**src/rtl/pit_burst_engine.sv**
```systemverilog
// rtl/pit_burst_engine.sv - PIT burst sequencer between name lookup and single-port content memory
module pit_burst_engine #(
    parameter int ADDR_W    = 62,
    parameter int DATA_W    = 8,
    parameter int BURST_LEN = 1024
) (
    input  logic              clk,
    input  logic              reset,
    input  logic [ADDR_W:0]   table_entry,
    input  logic              in_bit,
    input  logic              out_bit,
    input  logic [DATA_W-1:0] in_data,
    input  logic              in_valid,
    input  logic [DATA_W-1:0] read_data,
    output logic [ADDR_W-1:0] address,
    output logic [DATA_W-1:0] out_data,
    output logic              out_valid,
    output logic              write_enable,
    output logic              start_bit,
    output logic              fib_out,
    output logic              busy,
    output logic              done,
    output logic              wrap_err
);

    localparam int CNT_W = $clog2(BURST_LEN + 1);
    localparam logic [CNT_W-1:0] FULL_CNT   = CNT_W'(BURST_LEN);
    localparam logic [CNT_W-1:0] LAST_ISSUE = CNT_W'(BURST_LEN - 1);

    typedef enum logic [2:0] {IDLE, LOOKUP, WRITE, READ, TAIL} state_t;

    state_t              state, state_n;
    logic [ADDR_W-1:0]   ptr, ptr_n;
    logic [CNT_W-1:0]    cnt, cnt_n;
    logic                wrap_pend, wrap_pend_n;
    logic                step;

    logic [ADDR_W-1:0]   address_n;
    logic [DATA_W-1:0]   out_data_n;
    logic                out_valid_n, write_enable_n, start_bit_n;
    logic                fib_out_n, done_n, wrap_err_n;

    logic                hit;
    logic [ADDR_W-1:0]   base;

    assign hit  = table_entry[ADDR_W];
    assign base = table_entry[ADDR_W-1:0];

    // Next-state and next-output decode; every output is registered below.
    always_comb begin
        state_n        = state;
        ptr_n          = ptr;
        cnt_n          = cnt;
        step           = 1'b0;
        wrap_pend_n    = 1'b0;
        address_n      = address;
        out_data_n     = out_data;
        out_valid_n    = 1'b0;
        write_enable_n = 1'b0;
        start_bit_n    = start_bit;
        fib_out_n      = 1'b0;
        done_n         = 1'b0;
        // A wrap is flagged the cycle after the increment, which lines it up with address 0.
        wrap_err_n     = wrap_pend;

        case (state)
            IDLE: begin
                if (in_bit) begin
                    ptr_n       = base;
                    cnt_n       = '0;
                    start_bit_n = 1'b1;
                    state_n     = WRITE;
                end else if (out_bit) begin
                    state_n = LOOKUP;
                end
            end
            LOOKUP: begin
                if (hit) begin
                    ptr_n   = base;
                    cnt_n   = '0;
                    state_n = READ;
                end else begin
                    fib_out_n = 1'b1;
                    state_n   = IDLE;
                end
            end
            WRITE: begin
                if (cnt == FULL_CNT) begin
                    start_bit_n = 1'b0;
                    done_n      = 1'b1;
                    state_n     = IDLE;
                end else if (in_valid) begin
                    address_n      = ptr;
                    out_data_n     = in_data;
                    write_enable_n = 1'b1;
                    step           = 1'b1;
                    cnt_n          = cnt + CNT_W'(1);
                end
            end
            READ: begin
                address_n = ptr;
                step      = 1'b1;
                cnt_n     = cnt + CNT_W'(1);
                // Memory data lags the address by one cycle, so the first READ cycle has no beat.
                if (cnt != '0) begin
                    out_data_n  = read_data;
                    out_valid_n = 1'b1;
                end
                if (cnt == LAST_ISSUE) begin
                    state_n = TAIL;
                end
            end
            TAIL: begin
                out_data_n  = read_data;
                out_valid_n = 1'b1;
                done_n      = 1'b1;
                state_n     = IDLE;
            end
            default: state_n = IDLE;
        endcase

        if (step) begin
            ptr_n       = ptr + ADDR_W'(1);
            wrap_pend_n = &ptr;
        end
    end

    // State, pointer/counter and registered outputs; reset abandons any burst in flight.
    always_ff @(posedge clk) begin
        if (reset) begin
            state        <= IDLE;
            ptr          <= '0;
            cnt          <= '0;
            wrap_pend    <= 1'b0;
            address      <= '0;
            out_data     <= '0;
            out_valid    <= 1'b0;
            write_enable <= 1'b0;
            start_bit    <= 1'b0;
            fib_out      <= 1'b0;
            busy         <= 1'b0;
            done         <= 1'b0;
            wrap_err     <= 1'b0;
        end else begin
            state        <= state_n;
            ptr          <= ptr_n;
            cnt          <= cnt_n;
            wrap_pend    <= wrap_pend_n;
            address      <= address_n;
            out_data     <= out_data_n;
            out_valid    <= out_valid_n;
            write_enable <= write_enable_n;
            start_bit    <= start_bit_n;
            fib_out      <= fib_out_n;
            busy         <= (state_n != IDLE);
            done         <= done_n;
            wrap_err     <= wrap_err_n;
        end
    end

endmodule
```
**config.mk**
```make
export PLATFORM = sky130hd
export DESIGN_NAME = pit_burst_engine
export DESIGN_NICKNAME = d
export VERILOG_FILES = /design/src/rtl/pit_burst_engine.sv
export SDC_FILE = /design/constraint.sdc
export NUM_CORES = 1
export LEC_CHECK = 0
export ABC_AREA = 1
export CAP_MARGIN = 20
export CORE_MARGIN = 2
export CORE_UTILIZATION = 24
export CTS_CLUSTER_SIZE = 16
export DETAILED_ROUTE_END_ITERATION = 16
export HOLD_SLACK_MARGIN = 0.1
export PLACE_DENSITY = 0.42
export SLEW_MARGIN = 20
export SYNTH_ARGS = -nofsm -noshare
export SYNTH_HDL_FRONTEND = slang
export SYNTH_SLANG_ARGS = --single-unit
```
**constraint.sdc**
```tcl
create_clock -name clk -period 2.3 [get_ports clk]
set_input_delay 0.46 -clock clk [delete_from_list [all_inputs] [get_ports clk]]
set_output_delay 0.46 -clock clk [all_outputs]
set_load 0.02 [all_outputs]
```
### Gate families picked out, run 1

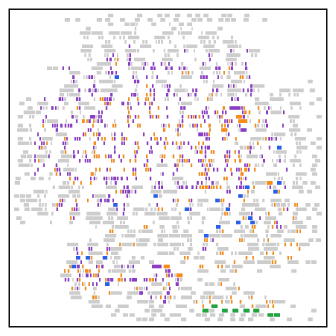
Key: mux cells = green [cells 8, where bottom right]; xor and xnor cells = blue [cells 21]; nand cells = purple [cells 429]; nor cells = orange [cells 293]

### M2 wires, run 1

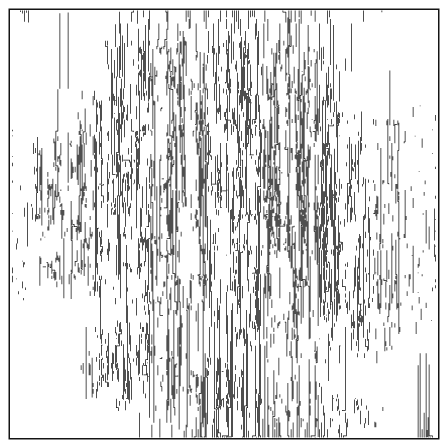
The wires run mostly vertical. The longest straight run is 69.7 microns.
met2 Use GR: 29.1%
number of vias in the routed layout: 9211
Total Routed Length: 33.6 mm

==> impl_metrics.csv, run 1 <==
group,metric,value,unit
routing,postRouteAntennaNets,0,
routing,wl_met1,16.3,mm
synth,yosys_cells,1406,
synth,edf_count,0,
power,comb_power,0.00296,W
layout,comb-cell-share,40.7,%
layout,num-nonclk-inverters,165,
power,p_switching,0.00345,W
placement,gp_congestion,0.903,
synth,yosys_most_used_dff,"dfxtp_1",
layout,post-route-util,32.0,%
final_timing,finalSetupViolCount,0,
synth,synth.most_common_cell,"nand2_1",
routing,first_iter_violations,578,
synth,yosysTopAreaCell,"dfxtp_1",
clock_network,root_buffer,"clkbuf_16",
worst_setup_path,critPathKind,"flop to flop",
worst_setup_path,crit_start,"ptr[23]",
synth,yosysSeqAreaShare,35.2,%
synth,avgSynthCellArea,6.24,sq um
clock_network,cts_sinks,154,
final_timing,relSlewSlack,56.7,%
global_routing,grt_start_max_net_pins,58,
synth,syn_area,8770,sq um
power,seq_power,0.00357,W
synth,adder_share,0.428,%
layout,clk_share,5.49,%
layout,logic_gate_count,1030,
final_timing,final.min_clock_period,2.07,ns
global_routing,grt_pass1_wl,52.1,mm
layout,signal_buffers,190,
power,pg_clk,0.00312,W
final_timing,finalCritPeriodShare,90.1,%
final_timing,rsz0062_at_grt,"no",
layout,diodes,0,
global_routing,grt_pass1_vias,8910,
final_timing,fin_setup_tns,0,ns
layout,seq_cells,154,
layout,drive_above_1_share,6.56,%
worst_setup_path,path_common_cell,"nand2_1",
synth,synthArstFlopShare,0,%
synth,syn_nets,1493,
clock_network,cts_tree,"done",
clock_network,cts-htree-levels,4,
power,leakagePower,4.82,nW
power,switching_share,35.7,%
worst_setup_path,cpPeakStageDelay,0.48,ns
worst_setup_path,endpoint_kind,"flop",
clock_network,cts_resized,0,
synth,ys_area,8770,sq um
clock_network,clock.latency.late_pin,0.45,ns
synth,synth-simple-area-share,34.2,%
routing,drcViolationCount,0,
layout,nFillCells,4045,
die,die_width,195,microns
routing,first_pass_iters,5,
synth,synthDominantCellAreaShare,35.2,%
synth,ys_types,43,
global_routing,grt_overflow,0,
synth,xor_area_share,2.10,%
worst_setup_path,crit_slowest_cell,"dfxtp_1",
placement,dp_hpwl,26.1,mm
run,tool_warnings,27,
layout,nets,1645,
routing,topRoutingLayerUsed,"met4",
final_timing,hold_ws,0.460,ns
worst_setup_path,critPathMaxFanout,5,
routing,wl_met2,15.5,mm
global_routing,grt_use_met1,24.0,%
layout,seqCellArea,3080,sq um
final_timing,slew_viol_final,0,
die,num_tap_cells,468,
power,clkPwrFrac,32.4,%
power,pwr-share-comb,30.7,%
final_timing,max_freq,482,MHz
worst_setup_path,critPathArrivalTime,2.40,ns
synth,aoi_share,16.2,%
worst_setup_path,worst-path-buf-inv,1,
global_routing,met3_usage,3.54,%
power,power_leader,"registers",
worst_setup_path,critPathLaunchType,"flop",
clock_network,holdBufCountCts,0,
synth,synthMuxAreaShare,1.03,%
clock_network,clk_pin_slew,0.07,ns
final_timing,hold_violations,0,
layout,final_common_cell,"nand2_1",
run,cap_violations,0,
power,p_int,0.00621,W
placement,portBuffers,160,
outcome,run_status,"finished, final reports clean",
### Clock routing, run 1

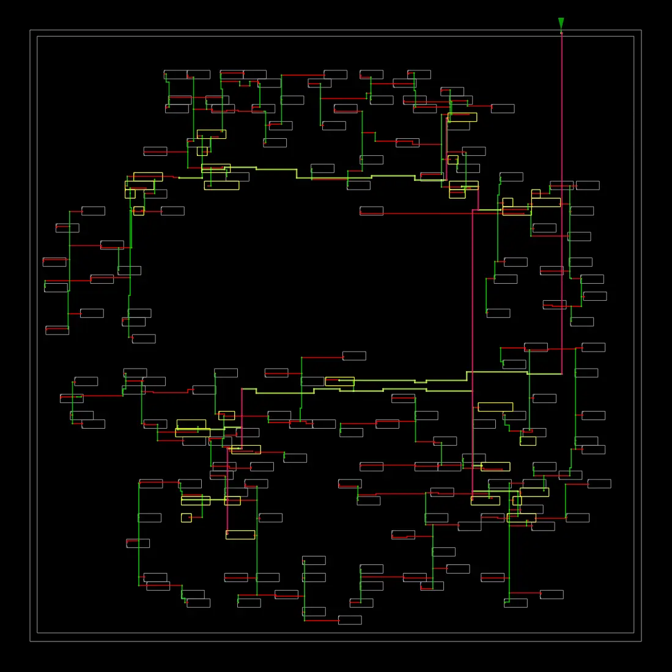
Clock Buffer Count: 21
Num CTS Buffers: 17

==> run 1: path summary, 6_finish.rpt <==
path                            slack, ns  cells past startpoint        to
worst max-delay path                 0.23                      9   ptr[34]
worst min-delay path                 0.46                      2  wrap_err
worst max register to register       0.23                      9   ptr[34]
worst min register to register       0.46                      2  wrap_err
==> run 1: registers in the layout (all words and copies together) (netlist names), 3 cells and up <==
signal	cells
state	3
address	62
cnt	11
ptr	62
out_data	8
==> run 1: per-stage QoR <==
stage               cell area [sq um]  instances  worst slack, ns
finish                          11600       2039            0.227
global route                    11600       2039           0.0616
CTS                             11600       2039            0.204
detailed placement              11000       2007            0.113
global placement                11000       2007            0.130
floorplan                        8770       1406            0.587
==> run 2, diff against run 1 <==
--- a/config.mk
+++ b/config.mk
@@ -13,7 +13,7 @@
 export DETAILED_ROUTE_END_ITERATION = 16
 export HOLD_SLACK_MARGIN = 0.1
 export PLACE_DENSITY = 0.42
-export SLEW_MARGIN = 20
+export SLEW_MARGIN = 10
 export SYNTH_ARGS = -nofsm -noshare
 export SYNTH_HDL_FRONTEND = slang
 export SYNTH_SLANG_ARGS = --single-unit
### Clock routing, run 2

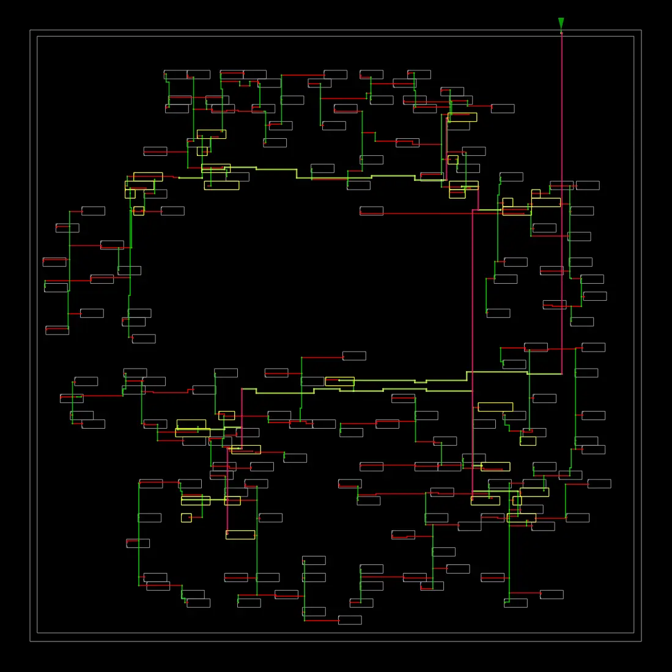
clock skew: 0.0141 ns
clock group total power: 0.00312 W
Skew-Pair Late Insertion Delay: 0.45 ns

### Drive-strength map, run 2

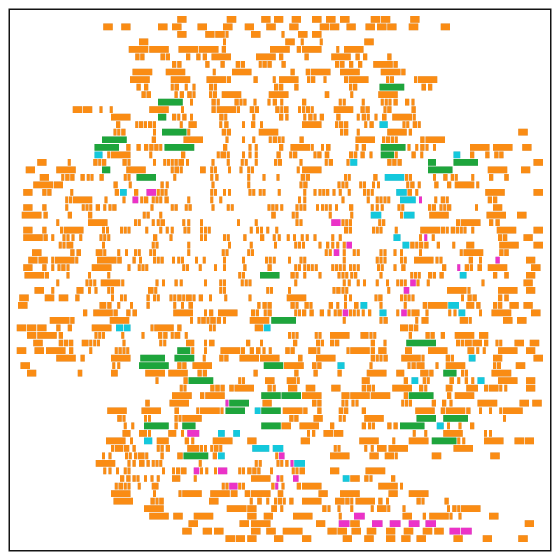
Key: x1 and smaller = orange [cells 1468, share 93%]; x2 = magenta [cells 31, share 2.0%]; x6 and larger = green [cells 38, share 2.4%]; x3 and x4 = cyan [cells 34, share 2.2%]

==> run 2 against run 1 <==
Count of clock-buffer cells in the layout unchanged; hold slack unchanged; sequential power about the same; setup slack unchanged; routed wire length unchanged; critical path depth unchanged; final area unchanged; die area unchanged; clock skew unchanged; area after synthesis unchanged; utilization unchanged; critical path type unchanged.
==> impl_metrics.csv, run 2 <==
group,metric,value,unit
worst_setup_path,critPathKind,"flop to flop",
power,p_int,0.00621,W
outcome,run_status,"finished, final reports clean",
worst_setup_path,critPathMaxFanout,5,
layout,diodes,0,
clock_network,cts_tree,"done",
synth,edf_count,0,
layout,comb-cell-share,40.7,%
layout,drive_above_1_share,6.56,%
layout,seqCellArea,3080,sq um
clock_network,clk_pin_slew,0.07,ns
worst_setup_path,cpPeakStageDelay,0.48,ns
layout,instances_no_fill,2039,
power,seq_power,0.00357,W
synth,top_cells_by_area,"dfxtp_1 (35%), nand2_1 (14%), nor2_1 (11%), a21oi_1 (7.1%), o21ai_0 (7.1%)",
worst_setup_path,cp.depth,9,
routing,drcViolationCount,0,
routing,vias,9211,
synth,yosysTopAreaCell,"dfxtp_1",
worst_setup_path,path_common_cell,"nand2_1",
routing,wl_met1,16.3,mm
worst_setup_path,r2r_setup_slack,0.23,ns
layout,clk_share,5.49,%
layout,top_regs,"address x62, ptr x62, cnt x11",
synth,yosysSeqAreaShare,35.2,%
routing,topRoutingLayerUsed,"met4",
die,num_tap_cells,468,
power,comb_power,0.00296,W
synth,syn_nets,1493,
layout,nets,1645,
worst_setup_path,r2r_cells,9,
power,switching_share,35.7,%
final_timing,slew_viol_final,0,
synth,yosys_cells,1406,
layout,num-nonclk-inverters,165,
final_timing,final.min_clock_period,2.07,ns
global_routing,grt_pass1_wl,52.1,mm
routing,first_pass_iters,5,
layout,syn_to_final_growth,32.5,%
layout,final-comb-area,4730,sq um
placement,dp.cells,2007,
synth,avgSynthCellArea,6.24,sq um
worst_setup_path,endpoint,"ptr[34]",
layout,signal_buffers,190,
worst_setup_path,crit_slowest_cell,"dfxtp_1",
synth,postSynthCellCount,1406,
synth,synthDominantCellAreaShare,35.2,%
power,clkPwrFrac,32.4,%
placement,gp_congestion,0.903,
synth,yosys_most_used_dff,"dfxtp_1",
routing,routed_wl,33.6,mm
synth,ys_types,43,
layout,logic_gate_count,1030,
placement,dp_hpwl,26.1,mm
hold_path,worstHoldPathCells,2,
clock_network,root_buffer,"clkbuf_16",
power,power_leader,"registers",
final_timing,relSlewSlack,56.7,%
die,chipArea,38100,sq um
final_timing,finalCritPeriodShare,90.1,%
worst_setup_path,crit_start,"ptr[23]",
synth,ys_area,8770,sq um
synth,synth-simple-area-share,34.2,%
clock_network,cts_resized,0,
global_routing,grt_use_met1,24.0,%
global_routing,grt_overflow,0,
final_timing,max_freq,482,MHz
hold_path,holdPathEnd,"wrap_err",
die,die_width,195,microns
final_timing,finalSetupViolCount,0,
synth,synthArstFlopShare,0,%
global_routing,grt_pass1_vias,8910,
power,leakagePower,4.82,nW
routing,postRouteAntennaNets,0,
synth,xor_area_share,2.10,%
synth,synth.most_common_cell,"nand2_1",
final_timing,hold_violations,0,
final_timing,fin_setup_tns,0,ns
synth,aoi_share,16.2,%
layout,n_clock_buffer,21,
global_routing,grtUsageMet2,29.1,%
hold_path,hold_path_startpoint,"wrap_err_n",
clock_network,cts_buffers,17,
placement,portBuffers,160,
synth,syn_area,8770,sq um
layout,final_common_cell,"nand2_1",
run,tool_warnings,27,
synth,synthMuxAreaShare,1.03,%
worst_setup_path,endpoint_kind,"flop",
clock_network,holdBufCountCts,0,
layout,layout.nonclk_buf_share,16.9,%
die,die_h,195,microns
power,power_density,831,nW/um^2
worst_setup_path,critPathLaunchType,"flop",
routing,first_iter_violations,578,
routing,wl_met2,15.5,mm
layout,nFillCells,4045,
global_routing,met3_usage,3.54,%
worst_setup_path,r2r_end,"ptr[34]",
power,pwr-share-comb,30.7,%
final_timing,rsz0062_at_grt,"no",
die,num_rows,70,
clock_network,cts-htree-levels,4,
synth,adder_share,0.428,%
run,cap_violations,0,
worst_setup_path,critPathArrivalTime,2.40,ns
clock_network,cts_sinks,154,
power,p_switching,0.00345,W
layout,seq_cells,154,
global_routing,grt_start_max_net_pins,58,
worst_setup_path,worst-path-buf-inv,1,
run 2: cell counts in the layout (fill, tap and decap cells not counted):
Identical to the previous run, type by type.
run 2: through the flow:
step / power (W) / setup slack [ns] / hold slack (ns) / cell area [sq um] / utilization, %
2_1_floorplan: 0.00534 / 0.587 / 0.388 / 8770 / -
3_3_place_gp: 0.00661 / 0.130 / 0.466 / 11000 / 30.3
3_5_place_dp: 0.00663 / 0.113 / 0.464 / 11000 / 30.3
4_1_cts: 0.00980 / 0.204 / 0.473 / 11600 / 32.0
5_1_grt: 0.0103 / 0.0616 / 0.484 / 11600 / 32.0
6_report: 0.00965 / 0.227 / 0.460 / 11600 / 32.0
No activity file was given, so power comes from the tool's default toggle rates.
